$ cat config.mk
export PLATFORM = sky130hd
export DESIGN_NAME = parking_door_ctrl
export DESIGN_NICKNAME = d
export VERILOG_FILES = /design/src/rtl/parking_door_ctrl_pkg.sv /design/src/rtl/parking_door_ctrl_hold_timer.sv /design/src/rtl/parking_door_ctrl.sv
export SDC_FILE = /design/constraint.sdc
export NUM_CORES = 1
export LEC_CHECK = 0
export CAP_MARGIN = 20
export CORE_ASPECT_RATIO = 1.1
export CORE_UTILIZATION = 50
export CTS_BUF_LIST = sky130_fd_sc_hd__clkbuf_2 sky130_fd_sc_hd__clkbuf_4 sky130_fd_sc_hd__clkbuf_8
export CTS_CLUSTER_SIZE = 25
export DETAILED_ROUTE_END_ITERATION = 8
export HOLD_SLACK_MARGIN = 0.03
export PLACE_DENSITY = 0.7
export SLEW_MARGIN = 5
export SYNTH_ARGS = -nofsm -noshare
export SYNTH_HDL_FRONTEND = slang
export SYNTH_SLANG_ARGS = --single-unit
$ cat constraint.sdc
create_clock -name clk -period 2.5 [get_ports clk]
set_input_delay 0.625 -clock clk [delete_from_list [all_inputs] [get_ports clk]]
set_output_delay 0.625 -clock clk [all_outputs]
set_load 0.05 [all_outputs]
$ cat src/rtl/parking_door_ctrl_pkg.sv
// Shared door state encoding and widths for the gate actuator and its status consumers.
package parking_door_ctrl_pkg;

    localparam int unsigned DOOR_STATE_W = 3;

    localparam logic [DOOR_STATE_W-1:0] ST_CLOSED  = 3'd0;
    localparam logic [DOOR_STATE_W-1:0] ST_OPENING = 3'd1;
    localparam logic [DOOR_STATE_W-1:0] ST_OPEN    = 3'd2;
    localparam logic [DOOR_STATE_W-1:0] ST_CLOSING = 3'd3;
    localparam logic [DOOR_STATE_W-1:0] ST_FAULT   = 3'd4;

endpackage

$ cat src/rtl/parking_door_ctrl_hold_timer.sv
// Loadable saturating up-counter used to time how long the door stays open.
module door_hold_timer #(
    parameter int unsigned CNT_W    = 8,
    parameter int unsigned LAST_VAL = 5
) (
    input  logic             clk,
    input  logic             rst_n,
    input  logic             clr,
    input  logic             en,
    input  logic             load,
    input  logic [CNT_W-1:0] load_val,
    output logic [CNT_W-1:0] cnt,
    output logic             tc_c
);

    localparam logic [CNT_W-1:0] LAST = CNT_W'(LAST_VAL);

    logic [CNT_W-1:0] cnt_q;
    logic [CNT_W-1:0] cnt_d;

    // Next count: clear wins over load, counting stops at the terminal value.
    always_comb begin
        cnt_d = cnt_q;
        if (clr) begin
            cnt_d = '0;
        end else if (load) begin
            cnt_d = load_val;
        end else if (en && (cnt_q != LAST)) begin
            cnt_d = cnt_q + CNT_W'(1);
        end
    end

    // Count register with synchronous active-low reset.
    always_ff @(posedge clk) begin
        if (!rst_n) begin
            cnt_q <= '0;
        end else begin
            cnt_q <= cnt_d;
        end
    end

    assign cnt  = cnt_q;
    assign tc_c = (cnt_q == LAST);

endmodule

$ cat src/rtl/parking_door_ctrl.sv
// Gate motor controller: opens on request, holds, closes, reverses on obstruction, faults on repeated reversals.
module parking_door_ctrl
    import parking_door_ctrl_pkg::*;
#(
    parameter int unsigned TRAVEL_CYCLES = 4,
    parameter int unsigned HOLD_CYCLES   = 6,
    parameter int unsigned MAX_REV       = 2,
    parameter int unsigned CNT_W         = 8
) (
    input  logic                    clk,
    input  logic                    rst_n,
    input  logic                    door_open_pulse,
    input  logic                    obstruct,
    output logic                    motor_open,
    output logic                    motor_close,
    output logic                    door_closed,
    output logic                    door_is_open,
    output logic                    door_fault,
    output logic [DOOR_STATE_W-1:0] door_state
);

    localparam logic [CNT_W-1:0] TRAVEL_FULL = CNT_W'(TRAVEL_CYCLES);
    localparam logic [CNT_W-1:0] TRAVEL_LAST = CNT_W'(TRAVEL_CYCLES - 1);
    localparam logic [CNT_W-1:0] REV_LAST    = CNT_W'(MAX_REV - 1);

    logic [DOOR_STATE_W-1:0] state_q, state_d;
    logic [CNT_W-1:0]        pos_q, pos_d;
    logic [CNT_W-1:0]        rev_q, rev_d;
    logic                    motor_open_q, motor_open_d;
    logic                    motor_close_q, motor_close_d;
    logic                    door_closed_q, door_closed_d;
    logic                    door_is_open_q, door_is_open_d;
    logic                    door_fault_q, door_fault_d;

    logic                    hold_clr_c;
    logic                    hold_en_c;
    logic                    hold_tc_c;
    logic [CNT_W-1:0]        hold_cnt;
    logic                    reverse_c;

    // Hold timer restarts on entry to OPEN and on every pulse/obstruction while open.
    door_hold_timer #(
        .CNT_W    (CNT_W),
        .LAST_VAL (HOLD_CYCLES - 1)
    ) u_hold (
        .clk      (clk),
        .rst_n    (rst_n),
        .clr      (hold_clr_c),
        .en       (hold_en_c),
        .load     (1'b0),
        .load_val ('0),
        .cnt      (hold_cnt),
        .tc_c     (hold_tc_c)
    );

    // A pulse and an obstruction on the same cycle are a single reversal request.
    assign reverse_c = door_open_pulse | obstruct;

    // Next state, position/reversal counters and Moore output decode of the next state.
    always_comb begin
        state_d    = state_q;
        pos_d      = pos_q;
        rev_d      = rev_q;
        hold_clr_c = 1'b0;
        hold_en_c  = 1'b0;

        case (state_q)
            ST_CLOSED: begin
                if (door_open_pulse) begin
                    state_d = ST_OPENING;
                end
            end
            ST_OPENING: begin
                // >= also covers a reversal taken at full travel, where pos is already saturated.
                if (pos_q >= TRAVEL_LAST) begin
                    state_d    = ST_OPEN;
                    pos_d      = TRAVEL_FULL;
                    hold_clr_c = 1'b1;
                end else begin
                    pos_d = pos_q + CNT_W'(1);
                end
            end
            ST_OPEN: begin
                if (reverse_c) begin
                    hold_clr_c = 1'b1;
                end else if (hold_tc_c) begin
                    state_d = ST_CLOSING;
                end else begin
                    hold_en_c = 1'b1;
                end
            end
            ST_CLOSING: begin
                if (reverse_c) begin
                    rev_d   = rev_q + CNT_W'(1);
                    state_d = (rev_q >= REV_LAST) ? ST_FAULT : ST_OPENING;
                end else if (pos_q <= CNT_W'(1)) begin
                    state_d = ST_CLOSED;
                    pos_d   = '0;
                    rev_d   = '0;
                end else begin
                    pos_d = pos_q - CNT_W'(1);
                end
            end
            ST_FAULT: begin
                state_d = ST_FAULT;
            end
            default: begin
                state_d = ST_CLOSED;
                pos_d   = '0;
                rev_d   = '0;
            end
        endcase

        motor_open_d   = (state_d == ST_OPENING);
        motor_close_d  = (state_d == ST_CLOSING);
        door_closed_d  = (state_d == ST_CLOSED);
        door_is_open_d = (state_d == ST_OPEN);
        door_fault_d   = (state_d == ST_FAULT);
    end

    // State, counters and output registers; reset aborts any motion straight to CLOSED.
    always_ff @(posedge clk) begin
        if (!rst_n) begin
            state_q        <= ST_CLOSED;
            pos_q          <= '0;
            rev_q          <= '0;
            motor_open_q   <= 1'b0;
            motor_close_q  <= 1'b0;
            door_closed_q  <= 1'b1;
            door_is_open_q <= 1'b0;
            door_fault_q   <= 1'b0;
        end else begin
            state_q        <= state_d;
            pos_q          <= pos_d;
            rev_q          <= rev_d;
            motor_open_q   <= motor_open_d;
            motor_close_q  <= motor_close_d;
            door_closed_q  <= door_closed_d;
            door_is_open_q <= door_is_open_d;
            door_fault_q   <= door_fault_d;
        end
    end

    assign motor_open   = motor_open_q;
    assign motor_close  = motor_close_q;
    assign door_closed  = door_closed_q;
    assign door_is_open = door_is_open_q;
    assign door_fault   = door_fault_q;
    assign door_state   = state_q;

endmodule
final_placement.png
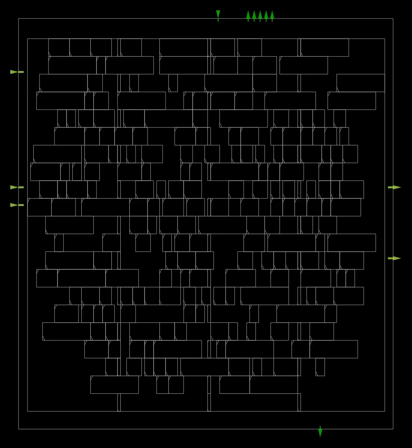
number of well taps: 34
Post-Layout Cell Count: 257

clock_map.png
The bar under the picture is 20 um long.
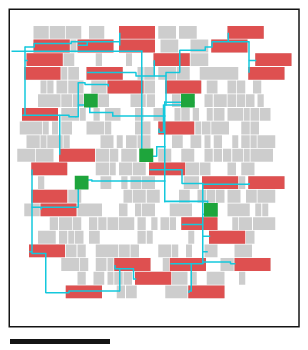
[cyan] clock wires | length: 407 um
[red] flip-flops | count: 32
[green] cells driving clock nets | count: 5
flops lie: spread over the die

registers.png
Other sequential cells in the stronger gray, the rest of the logic in the fainter gray.
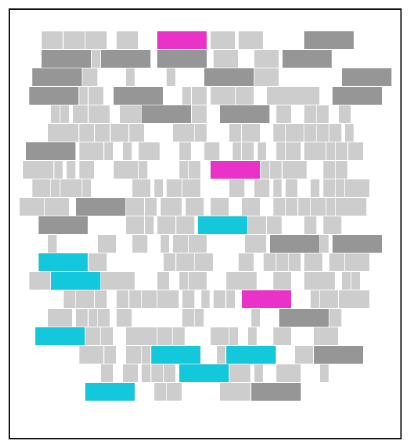
[cyan] rev_q | flops: 8
[magenta] door_state | flops: 3
not colored: 21
FF+latch area: 640.6 um^2
final core occ: 61.30%

met3.png
The bar under the picture is 20 um long.
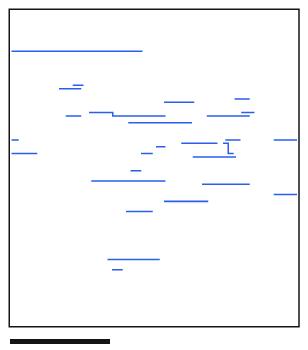
wire length on this layer: 173 um
nets with wire on the layer: 22
share of all routed wire: 4.6%
longest straight run: 25.8 um
Total Wirelength: 3737 um
routing usage on met3: 4.348%
DR vias: 1,572

==> results.toml <==
# flow metrics
[power_and_ir_drop]
p_total_mw = 0.9547
intPower_mw = 0.7145
clkPwrFrac_pct = 34.6
netSwitchingFraction_pct = 25.16

[worst_hold_path]
worstHoldStart = "rev_q[7]"
hp-class = "reg -> reg"

[setup_path]
rr_worst_depth = 7
crit_slowest_cell = "clkdlybuf4s50_1"
cp-end-kind = "output port"
crit_family = "buffers and inverters"
reg2reg_to = "rev_q[3]"
cp_num_cells = 1

[layout]
logic_gates = 158
drive_above_1_share_pct = 8.969
clock_area_share_pct = 3.460
top_area_cell_class = "logic gates"
nFillCells = 284
final_nets = 234
ff_count = 32

[synthesis]
ys_ff = 32
yosysWarnings = 0
synth-main-ff-cell = "dfxtp_1"
synth-xor-area-share_pct = 3.632
postSynthNetCount = 217
synthTopLogicFamily = "simple AND/OR/NAND/NOR gates"
simple_gate_share_pct = 27.35

[routing]
drt_pass1_iterations = 4

[sta]
period_minus_slack_ns = 2.403
setup_viol = 0

[status]
status = "completed"

[floorplan]
die_area_um2 = 3612

[place]
globalplace.congestion = 0.8871
dp.cells = 249

[clocking]
numCtsBuffers = 5
post_cts_buffers = 0

[grt]
grt_usage_pct = 22.96
grt_max_degree = 13
grt.overflow.total = 0

[flow_run]
tool_warnings = 31
-- power by group through the flow --
stage / Sequential, mW / Clock, mW / Combinational [mW]
floorplan: 0.549 / 0 / 0.0525
finish: 0.525 / 0.330 / 0.0989
detailed placement: 0.537 / 0 / 0.0986
global placement: 0.537 / 0 / 0.0970
CTS: 0.525 / 0.338 / 0.0988
global route: 0.527 / 0.365 / 0.108
-- flip-flops by register name, summed over array words and instances (netlist names) --
name and cells:
door_closed 1, door_fault 1, door_is_open 1, door_state 3
motor_close 1, motor_open 1, pos_q 8, rev_q 8
u_hold.cnt 8
-- per-layer routing --
layer | global-route usage, % | share of wire (%) | routed length (um)
met1 | 28.07 | 44 | 1640
met4 | 8.841 | 1.1 | 40
met5 | 0 | 0 | 0
met2 | 39.10 | 50 | 1884
met3 | 4.348 | 4.6 | 172
Power and IR drop assume default switching activity.
